$ cat config.mk
export PLATFORM = sky130hd
export DESIGN_NAME = uart_tx_core_flat
export DESIGN_NICKNAME = d
export VERILOG_FILES = /design/src/rtl/uart_tx_pkg.sv /design/src/rtl/uart_tx_core_if.sv /design/src/rtl/uart_tx_datapath.sv /design/src/rtl/uart_tx_core.sv /design/src/flat_wrapper.sv
export SDC_FILE = /design/constraint.sdc
export NUM_CORES = 1
export LEC_CHECK = 0
export ABC_CLOCK_PERIOD_IN_PS = 1500
export CAP_MARGIN = 30
export CORE_MARGIN = 5
export CORE_UTILIZATION = 47
export CTS_BUF_LIST = sky130_fd_sc_hd__clkbuf_16
export DETAILED_ROUTE_END_ITERATION = 16
export GPL_TIMING_DRIVEN = 0
export MAX_ROUTING_LAYER = met4
export PLACE_DENSITY = 0.77
export SYNTH_ARGS = -nofsm -noshare
export SYNTH_HDL_FRONTEND = slang
export SYNTH_SLANG_ARGS = --single-unit
export TNS_END_PERCENT = 1
$ cat constraint.sdc
create_clock -name clk -period 1.5 [get_ports clk]
set_input_delay 0.3 -clock clk [delete_from_list [all_inputs] [get_ports clk]]
set_output_delay 0.3 -clock clk [all_outputs]
set_load 0.05 [all_outputs]
$ cat src/rtl/uart_tx_pkg.sv
// uart_tx_pkg: shared types and frame constants for the UART transmitter
package uart_tx_pkg;
  typedef enum logic [1:0] {IDLE, LOAD, SHIFT} state_t;
  localparam int DATA_BITS = 7;
  localparam int FRAME_BITS = 10;
  localparam logic START_BIT = 1'b0;
  localparam logic STOP_BIT = 1'b1;
endpackage

$ cat src/rtl/uart_tx_core_if.sv
// uart_tx_core_if: parallel producer side and serial line of the transmitter
interface uart_tx_core_if import uart_tx_pkg::*; ();
  logic send;
  logic p_s;
  logic [DATA_BITS-1:0] din;
  logic dout;
  logic busy;
  modport master (output send, p_s, din, input dout, busy);
  modport slave (input send, p_s, din, output dout, busy);
endinterface

$ cat src/rtl/uart_tx_datapath.sv
// uart_tx_datapath: frame shift register, parity generation and bit counter
module uart_tx_datapath import uart_tx_pkg::*; (
  input  logic                 clk,
  input  logic                 rst,
  input  logic [DATA_BITS-1:0] din_i,
  input  logic                 p_s_i,
  input  logic                 load_i,
  input  logic                 shift_i,
  input  logic                 inc_i,
  input  logic                 rstcnt_i,
  output logic                 dout_o,
  output logic [3:0]           bit_cnt_o
);
  logic [FRAME_BITS-1:0] sr_q, sr_d;
  logic [3:0] cnt_q, cnt_d;
  logic par;
  assign par = (^din_i) ^ p_s_i;
  always_comb begin
    sr_d = load_i ? {STOP_BIT, par, din_i, START_BIT} : shift_i ? {1'b1, sr_q[FRAME_BITS-1:1]} : sr_q;
    cnt_d = (load_i || rstcnt_i) ? 4'd0 : inc_i ? cnt_q + 4'd1 : cnt_q;
  end
  // ones fill behind the frame so the line returns to idle-high by itself
  always_ff @(posedge clk or posedge rst) begin
    if (rst) begin
      sr_q <= '1;
      cnt_q <= 4'd0;
    end else begin
      sr_q <= sr_d;
      cnt_q <= cnt_d;
    end
  end
  assign dout_o = sr_q[0];
  assign bit_cnt_o = cnt_q;
endmodule

$ cat src/rtl/uart_tx_core.sv
// uart_tx_core: 7-bit + parity UART transmitter, control FSM and baud timing
module uart_tx_core import uart_tx_pkg::*; #(
  parameter int CLKS_PER_BIT = 1
) (
  input logic           clk,
  input logic           rst,
  uart_tx_core_if.slave bus
);
  localparam int BW = $clog2(CLKS_PER_BIT) + 1;
  state_t state_q;
  logic [BW-1:0] baud_q;
  logic busy_q;
  logic [3:0] bit_cnt;
  logic load, shift, last, tc;
  assign tc = baud_q == BW'(CLKS_PER_BIT - 1);
  assign load = state_q == LOAD;
  assign shift = (state_q == SHIFT) && tc;
  assign last = shift && (bit_cnt == 4'(FRAME_BITS - 1));
  always_ff @(posedge clk or posedge rst) begin
    if (rst) begin
      state_q <= IDLE;
      baud_q <= '0;
      busy_q <= 1'b0;
    end else begin
      case (state_q)
        IDLE: if (bus.send) begin
          state_q <= LOAD;
          busy_q <= 1'b1;
        end
        LOAD: begin
          state_q <= SHIFT;
          baud_q <= '0;
        end
        SHIFT: begin
          baud_q <= tc ? '0 : baud_q + BW'(1);
          if (last) begin
            state_q <= IDLE;
            busy_q <= 1'b0;
          end
        end
        default: state_q <= IDLE;
      endcase
    end
  end
  assign bus.busy = busy_q;
  uart_tx_datapath u_dp (
    .clk       (clk),
    .rst       (rst),
    .din_i     (bus.din),
    .p_s_i     (bus.p_s),
    .load_i    (load),
    .shift_i   (shift),
    .inc_i     (shift),
    .rstcnt_i  (last),
    .dout_o    (bus.dout),
    .bit_cnt_o (bit_cnt)
  );
endmodule

$ cat src/flat_wrapper.sv
// flat-port wrapper written by rule: the top's interface ports become plain ports
module uart_tx_core_flat import uart_tx_pkg::*;
#(
  parameter int CLKS_PER_BIT = 1
)
  (clk, rst, bus_send, bus_p_s, bus_din, bus_dout, bus_busy);
  uart_tx_core_if bus_i ();
  input logic clk;
  input logic rst;
  input wire logic [$bits(bus_i.send)-1:0] bus_send;
  input wire logic [$bits(bus_i.p_s)-1:0] bus_p_s;
  input wire logic [$bits(bus_i.din)-1:0] bus_din;
  output wire logic [$bits(bus_i.dout)-1:0] bus_dout;
  output wire logic [$bits(bus_i.busy)-1:0] bus_busy;
  assign bus_i.send = bus_send;
  assign bus_i.p_s = bus_p_s;
  assign bus_i.din = bus_din;
  assign bus_dout = bus_i.dout;
  assign bus_busy = bus_i.busy;
  uart_tx_core #(.CLKS_PER_BIT(CLKS_PER_BIT)) u_core (.clk(clk), .rst(rst), .bus(bus_i));
endmodule
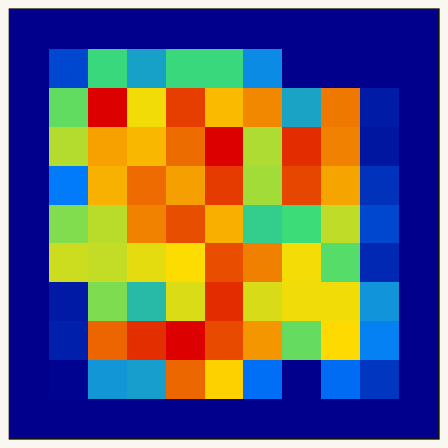
(run_1/util_map.png)
The die is cut into 11 by 11 equal tiles; dark blue is low, red is high, 0 to 100% covered.
nearly empty tiles: 37%
tiles over 75% full: 26%
densest ninth of the die: center
Final Util: 65.0%
core area: 0.00176 mm²
fp_density: 50.6%

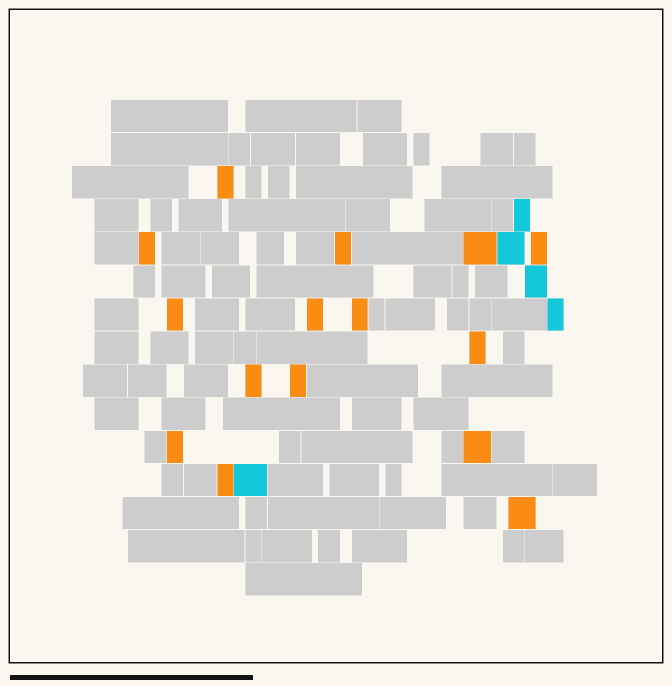
(run_1/gates.png)
Scale bar: 20 µm.
[nor cells] orange | cells: 15
[nand cells] cyan | cells: 5 | where: east
Post-Layout Cell Count: 130
combinational share of cell area: 39.1%
most frequent logic cell in the layout: nor2_1

==> qor.yml, run 1 <==
finish:
  fin_area_mm2: 0.00115
  area_growth_syn_to_layout_pct: 28.4
  fill_cells: 158
  diodes: 0
  nets: 123
  drive_gt1_share_pct: 24.8
sta:
  period_used_pct: 97.6
  hold_viol_final: 0
  tightest_slew_ps: 583
  max_freq_mhz: 683
  drv_slew: 0
  period_needed_ps: 1460
  setup_viol: 0
  slew_headroom_pct: 61.1
  rsz0062_at_grt: "true"
floorplan:
  die_height_um: 53.6
  num_io_pins: 13
  dieArea_mm2: 0.00287
  die_w_um: 53.6
  rows: 15
route:
  dr.pass1.iters: 2
  drt_wl_total_um: 1600
  ant_nets: 0
  viasPerCell: 5.07
  vias: 659
  drc: 0
  drt_iter0_markers: 7
global_routing:
  antenna_found_initial: 0
  grt_pass1_wl_um: 2840
  grt_pass1_vias: 681
  grt_max_degree: 17
  overflow: 0
critical_path:
  r2r_start: "u_core.u_dp.bit_cnt_o[1]"
  worstPathRequired_ps: 1630
  r2r_slack_ps: 40
  crit_type: "flip-flop to flip-flop"
  cp_data_arrival_time_ps: 1590
  crit_path_start_kind: "flip-flop"
  cp_max_fo: 4
  startpoint: "u_core.u_dp.bit_cnt_o[1]"
  crit_path_end_kind: "flip-flop"
power:
  vdd_drop_max_uv: 1160
  p_leak_nw: 0.474
  cellPowerDensity_mw_per_mm2: 2000
place:
  dp_hpwl_um: 1170
  globalplace.congestion: 0.760
  io_buffers: 12
  placed_cell_area_mm2: 0.00104
synthesis:
  synthAoiAreaFrac_pct: 12.6
  top_logic_kind: "AND-OR/OR-AND gates"
  top_cells_by_area: "dfstp_2 26%, dfrtp_1 20%, ha_1 8.4%"
  netlist_instances: 88
  ys_area_um2: 893
  avgSynthCellArea_um2: 10.2
  ys_seq_share_pct: 46.1
  synth_flop_count: 16
  top_area_cell: "dfstp_2"
  ys_types: 24
  synthesis.area_um2: 893
  common_cells: "12 x nor2_1, 10 x a21oi_1, 9 x dfstp_2"
  yosysMostFrequentCell: "nor2_1"
  synthAdderAreaFrac_pct: 8.40
  ys_sh_mux_pct: 11.6
  xor_area_share_pct: 6.86
  fp_nets: 105
  yosys_cells: 88
  enable_flop_cells: 0
  top_area_share_pct: 26.5
  synth-main-ff-cell: "dfstp_2"
  ys_sh_simple_pct: 9.94
  async_flop_share_pct: 100
  yosys_warnings: 0
clock_tree:
  cts_tree: "yes"
  clock-root-buffer: "clkbuf_16"
  clock_path_buffers: 2
  htree_levels: 1
  cts_buffers: 3
  cts_sinks: 16
  clkTransAtPathRegs_ps: 50
min_path:
  hold_class: "primary input to async pin"
run:
  warnings: 32
  cap_violations: 0
run_status:
  status: "finished clean"
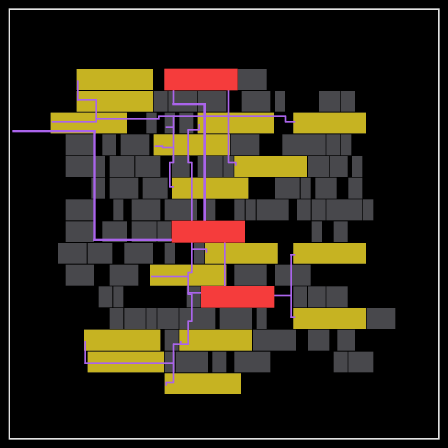
(run_1/clock_wires.png)
[clock wires] purple | length: 222 µm
[clock-net drivers] red | count: 3
[flip-flops] yellow | count: 16
routed clock nets: 4
Late-Pin Clk Latency: 240 ps
clock group power: 517 µW
Clk pwr share: 22.6%
Clock Skews: 2.01 ps

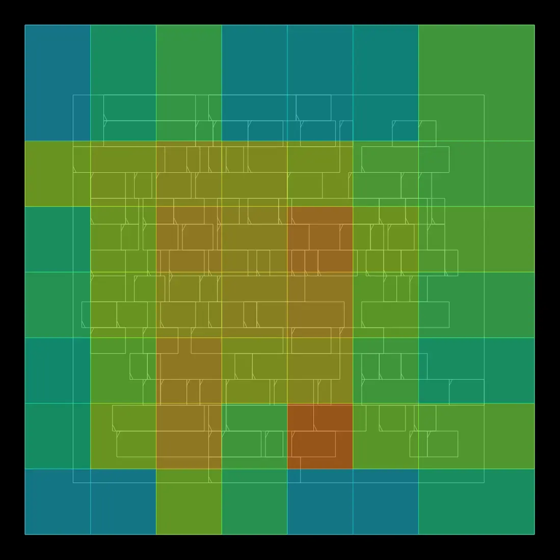
(run_1/congestion_map.png)
Overall Global Routing Usage: 14.1%
met1 usage: 15.7%
met3 Usage GRT: 2.49%
DR WL/cell: 12.3 µm

## run 1: critical path, stage by stage (launching register included)
cell and delay, ps:
dfrtp_1 370, inv_1 70, ha_2 180, nand2_2 80, o21a_1 180, nor2_2 120
mux2_2 350
## run 1: flip-flops by register name, indices dropped and copies added, names as in the netlist
name and count:
u_core.state_q 2, u_core.u_dp.bit_cnt_o 4, u_core.u_dp.sr_q 9, u_core.bus.busy 1
## run 1: logic make-up after synthesis
kind of cell,after synthesis
buf+inv,9
compound gates,20
fa+ha+maj,6
flops,16
simple gates,20
mux,10
xor+xnor,7
## run 1: cell type report
| class | instances | area (µm²) | area share [%] |
|---|---|---|---|
| multi-input combinational | 63 | 449 | 39.1 |
| sequential | 16 | 413 | 36.0 |
| timing repair buffer | 13 | 128 | 11.1 |
| clock buffer | 3 | 75.1 | 6.54 |
| tap | 25 | 31.3 | 2.73 |
| buffer | 4 | 28.8 | 2.51 |
| inverter | 5 | 18.8 | 1.64 |
| clock inverter | 1 | 3.75 | 0.327 |
## run 1: per-stage QoR
stage | setup slack [ps] | power (mW) | hold WS, ps | setup TNS, ps | cells
after CTS | -12.3 | 2.27 | 432 | -23.2 | 129
after global placement | -101 | 1.69 | 463 | -145 | 125
final | 36.5 | 2.29 | 416 | 0 | 130
after detailed placement | -99.7 | 1.72 | 478 | -331 | 125
after floorplan | 79.0 | 1.49 | 207 | 0 | 88
after global routing | -17.8 | 2.47 | 495 | -36.6 | 130
## run 1: where the power goes
group          internal [mW]  total [mW]  switching [mW]
sequential             0.662       0.756          0.0940
combinational          0.461        1.02           0.555
clock                  0.353       0.517           0.164
## run 1: path summary, 6_finish.rpt
check,end,cells past startpoint
setup / recovery,u_core.state_q[0],6
hold / removal,u_core.u_dp.bit_cnt_o[0],2
setup reg to reg,u_core.state_q[0],6
hold reg to reg,u_core.u_dp.sr_q[0],2
max in group asynchronous,u_core.u_dp.bit_cnt_o[0],2
min in group clk,u_core.u_dp.sr_q[0],2
## run 1: what timing repair did
| action | CTS | global route |
|---|---|---|
| endpoints found under the setup margin | 13 | 7 |
| pin swaps | 1 | 0 |
| hold buffers | 0 | 0 |
| resized | 6 | 6 |
| setup buffers | 0 | 1 |
## run 1: placed cells by master, fill, tap and decap left out, types with 2 or more instances in the layout
cell             Yosys  routed
nor2_1              12      12
a21oi_1             10      10
clkdlybuf4s50_1      0      10
dfstp_2              9       9
mux2i_1              7       7
xnor2_1              7       7
dfrtp_1              7       6
inv_1                5       5
o21ai_0              5       4
ha_1                 6       4
mux2_2               3       3
clkbuf_16            0       3
buf_2                2       2
nand2_1              3       2
ha_2                 0       2
## run 1: per-layer routing
| layer | wire length (µm) | share of wire, % | track usage (%) | vias to the layer above |
|---|---|---|---|---|
| met3 | 40 | 2.5 | 2.49 | 4 |
| met2 | 821 | 51 | 23.9 | 11 |
| met4 | 29 | 1.8 | 7.66 | 0 |
| li1 | - | - | - | 332 |
| met1 | 710 | 44 | 15.7 | 312 |
| met5 | 0 | 0 | - | - |
--- run 2 (diff from run 1) ---
Settings changed: ABC_CLOCK_PERIOD_IN_PS 1500 to 1800, CORE_UTILIZATION 47 to 56, PLACE_DENSITY 0.77 to 0.86.
Clock period 1.5 ns to 1.8 ns, I/O delays scaled along.
==> run 2 against run 1 <==
- via count is 2.6% lower
- critical path type is now flip-flop to primary output
- first-iteration DRC count is 29% higher
- setup slack worse by 1.8 ps
- largest power group unchanged
- critical path depth is 5 lower
==> qor.yml, run 2 <==
critical_path:
  cp_data_arrival_time_ps: 1410  # was 1590 ps
  crit_path_start_kind: "flip-flop"  # unchanged
  cpPeakStageDelay_ps: 810  # was 370 ps
  worstPathCellList: "clkdlybuf4s50_1"  # was inv_1 > ha_2 > nand2_2 > o21a_1 > nor2_2 > mux2_2
  cp_max_fo: 3  # was 4
  crit_path_end_kind: "primary output"  # was flip-flop
  crit_family: "buffers and inverters"  # was flip-flops
  crit_slowest_cell: "clkdlybuf4s50_1"  # was dfrtp_1
  worstPathRequired_ps: 1440  # was 1630 ps
  crit_type: "flip-flop to primary output"  # was flip-flop to flip-flop
  worst-path-buf-inv: 1  # unchanged
sta:
  setup_tns_ps: 0  # unchanged
  slew_headroom_pct: 60.0  # was 61.1%
  hold_viol_final: 0  # unchanged
  drv_slew: 0  # unchanged
  tightest_slew_ps: 600  # was 583 ps
  max_freq_mhz: 566
  rsz0062_at_grt: "false"  # was true
  period_needed_ps: 1770
  period_used_pct: 98.1
  setup_viol: 0  # unchanged
  clock_skew_ps: 3.00  # was 2.01 ps
synthesis:
  async_flop_share_pct: 100  # unchanged
  top_area_cell: "dfstp_2"  # unchanged
  fp_nets: 105  # unchanged
  yosys_warnings: 0  # unchanged
  ys_seq_share_pct: 46.1  # unchanged
  top_area_share_pct: 26.5  # unchanged
  synthesis.area_um2: 893  # unchanged
  enable_flop_cells: 0  # unchanged
  yosys_cells: 88  # unchanged
  synth_flop_count: 16  # unchanged
  top_cells_by_area: "dfstp_2 26%, dfrtp_1 20%, ha_1 8.4%"  # unchanged
  synth-main-ff-cell: "dfstp_2"  # unchanged
  common_cells: "12 x nor2_1, 10 x a21oi_1, 9 x dfstp_2"  # unchanged
  ys_area_um2: 893  # unchanged
  ys_types: 24  # unchanged
  avgSynthCellArea_um2: 10.2  # unchanged
  netlist_instances: 88  # unchanged
  yosysMostFrequentCell: "nor2_1"  # unchanged
place:
  dp_hpwl_um: 1110  # was 1170 µm
  dp_cells: 116  # was 125
  io_buffers: 12  # unchanged
  globalplace.congestion: 0.714  # was 0.760
clock_tree:
  post_cts_buffers: 0  # unchanged
  clock_path_buffers: 2  # unchanged
  htree_levels: 1  # unchanged
  cts_buffers: 3  # unchanged
  postCtsHoldBufs: 0  # unchanged
  clkLatencyLatePin_ps: 240  # about the same
  cts_tree: "yes"  # unchanged
  cts_resized: 1  # was 6
  clock-root-buffer: "clkbuf_16"  # unchanged
  cts_sinks: 16  # unchanged
  clkTransAtPathRegs_ps: 50  # about the same
power:
  vdd_drop_max_uv: 1090  # was 1160 µV
  p_leak_nw: 0.475  # was 0.474 nW
  cellPowerDensity_mw_per_mm2: 1660  # was 2000 mW/mm²
  finalPower_mw: 1.85  # was 2.29 mW
global_routing:
  grt_pass1_vias: 591  # was 681
  grt_max_degree: 17  # unchanged
  grt_pass1_wl_um: 2610  # was 2840 µm
  antenna_found_initial: 0  # unchanged
  overflow: 0  # unchanged
finish:
  nets: 122  # was 123
  top_register: "u_core.u_dp.sr_q"  # unchanged
  fill_cells: 113  # was 158
  area_growth_syn_to_layout_pct: 24.4  # was 28.4%
  final_cell_mix: "12 x nor2_1, 11 x clkdlybuf4s50_1, 10 x a21oi_1, 9 x dfstp_2"  # was 12 x nor2_1, 10 x a21oi_1, 10 x clkdlybuf4s50_1, 9 x dfstp_2
  diodes: 0  # unchanged
  lay_top_count: "nor2_1"  # unchanged
  largest_reg_flops: 9  # unchanged
  drive_gt1_share_pct: 18.3  # was 24.8%
route:
  viasPerCell: 5.35  # was 5.07
  vias: 642  # was 659
  drt_wl_total_um: 1540  # was 1600 µm
  dr.pass1.iters: 4  # was 2
  drt_iter0_markers: 9  # was 7
  ant_nets: 0  # unchanged
  drc: 0  # unchanged
min_path:
  hold_class: "flip-flop to flip-flop"  # was primary input to async pin
run:
  cap_violations: 0  # unchanged
  warnings: 30  # was 32
floorplan:
  dieArea_mm2: 0.00249  # was 0.00287 mm²
  die_height_um: 49.9  # was 53.6 µm
  rows: 14  # was 15
  die_w_um: 49.9  # was 53.6 µm
  num_io_pins: 13  # unchanged
  fp_util_pct: 59.3  # was 50.6%
  coreArea_mm2: 0.00151  # was 0.00176 mm²
run_status:
  status: "finished clean"  # unchanged
[run 2: worst paths after layout]
path	start	to	slack [ps]	cells past startpoint
max	u_core.bus.busy	bus_busy	30	1
min	u_core.u_dp.sr_q[0]	u_core.u_dp.sr_q[0]	470	2
max reg2reg	u_core.u_dp.bit_cnt_o[1]	u_core.state_q[1]	250	6
min reg2reg	u_core.u_dp.sr_q[0]	u_core.u_dp.sr_q[0]	470	2
max in group asynchronous	rst	u_core.bus.busy	920	2
min in group asynchronous	rst	u_core.u_dp.bit_cnt_o[0]	490	2
[run 2: kinds of logic after synthesis]
| logic type | after synthesis | synth area share, % |
|---|---|---|
| adders and majority gates | 6 | 8.40 |
| AOI/OAI and AO/OA | 20 | 12.6 |
| DFF | 16 | 46.1 |
| muxes | 10 | 11.6 |
| xor gates and xnor gates | 7 | 6.86 |
| buffers and inverters | 9 | 4.48 |
| and+or+nand+nor | 20 | 9.94 |
[run 2: stage by stage]
stage	worst slack (ps)	hold WS (ps)	utilization (%)	instance area [µm²]
floorplan	379	267	-	893
global placement	140	459	68.6	1030
detailed placement	142	471	68.6	1030
CTS	24.2	477	73.8	1110
global route	4.55	504	73.8	1110
finish	34.7	475	73.8	1110
[run 2: where the power goes]
part           total [mW]  switching, mW  internal, mW  leakage [nW]
Clock               0.431          0.136         0.294        0.0423
Sequential          0.630         0.0794         0.550         0.183
Combinational       0.788          0.446         0.342         0.250
[run 2: layout make-up]
class / count / area [µm²] / area share (%)
Buffer: 4 / 21.3 / 1.91
Clock buffer: 3 / 75.1 / 6.76
Clock inverter: 1 / 3.75 / 0.338
Inverter: 5 / 18.8 / 1.69
Multi-Input combinational cell: 63 / 442 / 39.8
Sequential cell: 16 / 412 / 37.0
Tap cell: 16 / 20.0 / 1.80
Timing Repair Buffer: 12 / 119 / 10.7
[run 2: routing by layer]
layer  global-route usage (%)  up-vias  part of all wire (%)
met5                        -        -                     0
met4                     6.55        0                   1.6
met3                     2.41        4                   4.5
met2                     23.9       14                    51
met1                     15.5      296                    43
li1                         -      328                     -
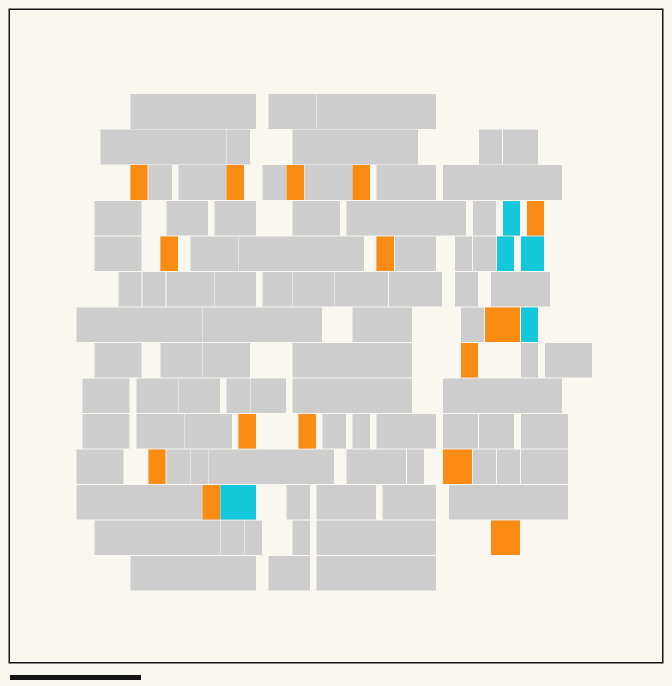
(run_2/gates.png)
Scale bar: 10 µm.
[nand cells] cyan | cells: 5
[nor cells] orange | cells: 15
Post-Layout Cell Count: 120
combinational share of cell area: 39.8%

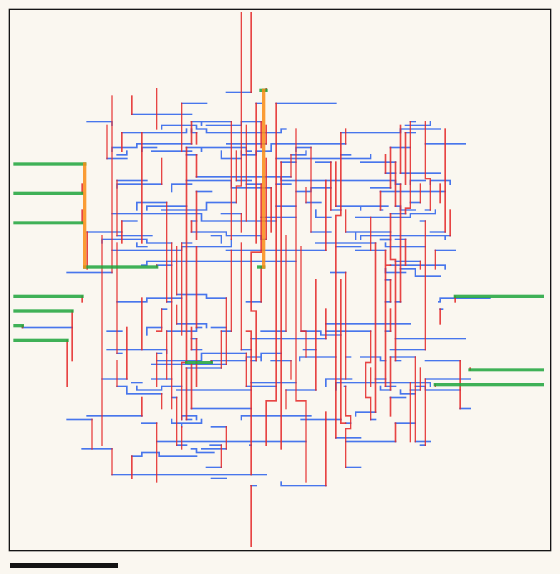
(run_2/layers.png)
Scale bar: 10 µm.
[M1] blue | wire length: 657 µm
[M4] orange | wire length: 25.8 µm
[M3] green | wire length: 69.9 µm
[M2] red | wire length: 792 µm
Overall Global Routing Usage: 14.0%
DR WL/cell: 12.9 µm

--- run 3 (diff from run 2) ---
Settings changed: TNS_END_PERCENT 1 to 10.
==> run 3 against run 2 <==
- combinational power barely moved
- hold slack did not move
- setup slack did not move
- die area did not move
- wire length did not move
- maximum frequency did not move
- global-route usage did not move
- largest power group unchanged
- total power did not move
- register-to-register slack barely moved
==> qor.yml, run 3 <==
clock_tree:
  cts_tree: "yes"  # unchanged
  clkTransAtPathRegs_ps: 50  # about the same
  cts_buffers: 3  # unchanged
  htree_levels: 1  # unchanged
  clkLatencyLatePin_ps: 240  # about the same
  clock_path_buffers: 2  # unchanged
  cts_sinks: 16  # unchanged
  post_cts_buffers: 0  # unchanged
finish:
  top_register: "u_core.u_dp.sr_q"  # unchanged
  fin_area_mm2: 0.00111  # unchanged
  final_cell_mix: "12 x nor2_1, 11 x clkdlybuf4s50_1, 10 x a21oi_1, 9 x dfstp_2"  # unchanged
  nets: 122  # unchanged
  diodes: 0  # unchanged
  lay_top_count: "nor2_1"  # unchanged
  drive_gt1_share_pct: 18.3  # unchanged
sta:
  clock_skew_ps: 3.00  # unchanged
  hold_viol_final: 0  # unchanged
  period_needed_ps: 1770  # unchanged
  max_freq_mhz: 566  # unchanged
  period_used_pct: 98.1  # unchanged
  setup_viol: 0  # unchanged
  tightest_slew_ps: 600  # unchanged
  drv_slew: 0  # unchanged
floorplan:
  num_io_pins: 13  # unchanged
  dieArea_mm2: 0.00249  # unchanged
  die_w_um: 49.9  # unchanged
critical_path:
  r2r_cells: 6  # unchanged
  crit_path_start_kind: "flip-flop"  # unchanged
  endpoint: "bus_busy"  # unchanged
  crit_path_end_kind: "primary output"  # unchanged
  crit_slowest_cell: "clkdlybuf4s50_1"  # unchanged
  r2r_start: "u_core.u_dp.bit_cnt_o[1]"  # unchanged
  crit_type: "flip-flop to primary output"  # unchanged
  startpoint: "u_core.bus.busy"  # unchanged
  cpPeakStageDelay_ps: 810  # about the same
  worstPathCellList: "clkdlybuf4s50_1"  # unchanged
  cp_data_arrival_time_ps: 1410  # about the same
  cp_max_fo: 3  # unchanged
  crit_family: "buffers and inverters"  # unchanged
  worstSetupPathDepth: 1  # unchanged
power:
  combPwrFrac_pct: 42.6  # about the same
  sequentialPowerShare_pct: 34.1  # about the same
  p_sw_share_pct: 35.8  # unchanged
  cellPowerDensity_mw_per_mm2: 1660  # unchanged
  pwr-share-clk_pct: 23.3  # about the same
  vdd_drop_max_uv: 1090  # unchanged
  p_switching_uw: 662  # unchanged
  intPower_mw: 1.19  # unchanged
  finalPower_mw: 1.85  # unchanged
synthesis:
  ys_area_um2: 893  # unchanged
  ys_sh_mux_pct: 11.6  # unchanged
  synthesis.area_um2: 893  # unchanged
  async_flop_share_pct: 100  # unchanged
  xor_area_share_pct: 6.86  # unchanged
  top_area_cell: "dfstp_2"  # unchanged
  yosysMostFrequentCell: "nor2_1"  # unchanged
  fp_nets: 105  # unchanged
  yosys_warnings: 0  # unchanged
  synthAdderAreaFrac_pct: 8.40  # unchanged
  ys_seq_share_pct: 46.1  # unchanged
  enable_flop_cells: 0  # unchanged
  synth-main-ff-cell: "dfstp_2"  # unchanged
  yosys_cells: 88  # unchanged
  top_cells_by_area: "dfstp_2 26%, dfrtp_1 20%, ha_1 8.4%"  # unchanged
  ys_types: 24  # unchanged
  common_cells: "12 x nor2_1, 10 x a21oi_1, 9 x dfstp_2"  # unchanged
  netlist_instances: 88  # unchanged
route:
  drt_iter0_markers: 9  # unchanged
  ant_nets: 0  # unchanged
  dr.pass1.iters: 4  # unchanged
  routedWlPerCell_um: 12.9  # unchanged
  drt_wl_total_um: 1540  # unchanged
place:
  io_buffers: 12  # unchanged
  dp_hpwl_um: 1110  # unchanged
  globalplace.congestion: 0.714  # unchanged
  placed_cell_area_mm2: 0.00103  # unchanged
global_routing:
  track_usage_pct: 14.0  # unchanged
  grt_pass1_wl_um: 2610  # unchanged
  antenna_found_initial: 0  # unchanged
  overflow: 0  # unchanged
  grt_max_degree: 17  # unchanged
min_path:
  hold_class: "flip-flop to flip-flop"  # unchanged
run_status:
  status: "finished clean"  # unchanged
## run 3: cell counts after synthesis
Identical to the previous run, type by type.
## run 3: what timing repair did
| item | 4_1_cts | 5_1_grt |
|---|---|---|
| hold buffers | 0 | 0 |
| setup endpoints to repair | 1 | 0 |
| resized | 1 | 0 |
| endpoints found under the hold margin | 0 | 0 |
## run 3: kinds of logic (layout without fill, tap and decap cells)
logic type / count (synthesis) / in the layout
xor+xnor: 7 / 7
simple gates: 20 / 20
fa+ha+maj: 6 / 6
flops: 16 / 16
compound gates: 20 / 20
buf+inv: 9 / 25
mux: 10 / 10
## run 3: worst min-delay path by stage
stage	from	cells past startpoint	slack [ps]	end
CTS	u_core.u_dp.sr_q[0]	2	480	u_core.u_dp.sr_q[0]
global route	u_core.u_dp.sr_q[0]	2	500	u_core.u_dp.sr_q[0]
detailed placement	u_core.u_dp.sr_q[0]	2	470	u_core.u_dp.sr_q[0]
finish	u_core.u_dp.sr_q[0]	2	470	u_core.u_dp.sr_q[0]
floorplan	rst	1	270	u_core.bus.busy
global placement	u_core.u_dp.sr_q[0]	2	460	u_core.u_dp.sr_q[0]
## run 3: layout make-up
cell class                 instances  area, µm²
timing repair buffer              12        119
inverter                           5       18.8
multi-input combinational         63        442
buffer                             4       21.3
fill                             113        395
clock buffer                       3       75.1
clock inverter                     1       3.75
tap                               16       20.0
sequential                        16        412
## run 3: worst reg2reg max path, delay by kind of cell, from the launching register on
kind | cells | cell delay [ps]
adders and majority gates | 1 | 160
buffers and inverters | 1 | 90
AOI/OAI and AO/OA | 1 | 190
muxes | 1 | 350
DFF | 1 | 400
and+or+nand+nor | 2 | 250
## run 3: per-stage QoR
stage | util [%] | cells | hold slack (ps) | worst slack [ps]
2_1_floorplan | - | 88 | 267 | 379
3_3_place_gp | 68.6 | 116 | 459 | 140
3_5_place_dp | 68.6 | 116 | 471 | 142
4_1_cts | 73.8 | 120 | 477 | 24.2
5_1_grt | 73.8 | 120 | 504 | 4.55
6_report | 73.8 | 120 | 475 | 34.7
## run 3: per-layer routing
layer	global-route usage [%]	up-vias	routed length (µm)
li1	-	328	-
met1	15.5	296	657
met2	23.9	14	791
met3	2.41	4	69
met4	6.55	0	25
met5	-	-	0
## run 3: power by group through the flow
| stage | Clock, mW | Combinational (mW) | Sequential (mW) |
|---|---|---|---|
| floorplan | 0 | 0.587 | 0.655 |
| global placement | 0 | 0.772 | 0.625 |
| detailed placement | 0 | 0.795 | 0.633 |
| CTS | 0.438 | 0.804 | 0.630 |
| global route | 0.451 | 0.880 | 0.644 |
| finish | 0.431 | 0.788 | 0.630 |
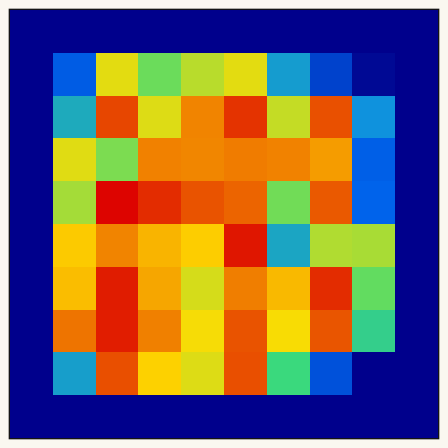
(run_3/util_map.png)
The die is cut into 10 by 10 equal tiles; dark blue is low, red is high, 0 to 100% covered.
tiles over 75% full: 33%
mean over tiles: 44%
densest ninth of the die: center
Final Util: 73.8%
fp_density: 59.3%
core area: 0.00151 mm²

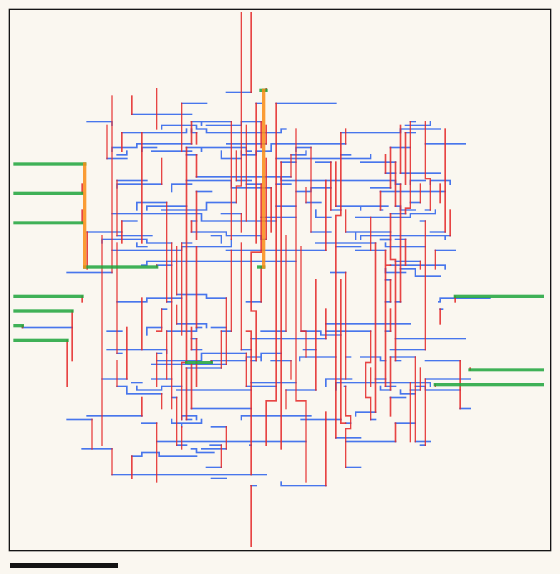
(run_3/layers.png)
Scale bar: 10 µm.
[M4] orange | wire length: 25.8 µm
[M1] blue | wire length: 657 µm
[M2] red | wire length: 792 µm
[M3] green | wire length: 69.9 µm

Power figures rest on the tool's default switching activity, not on a simulated workload.
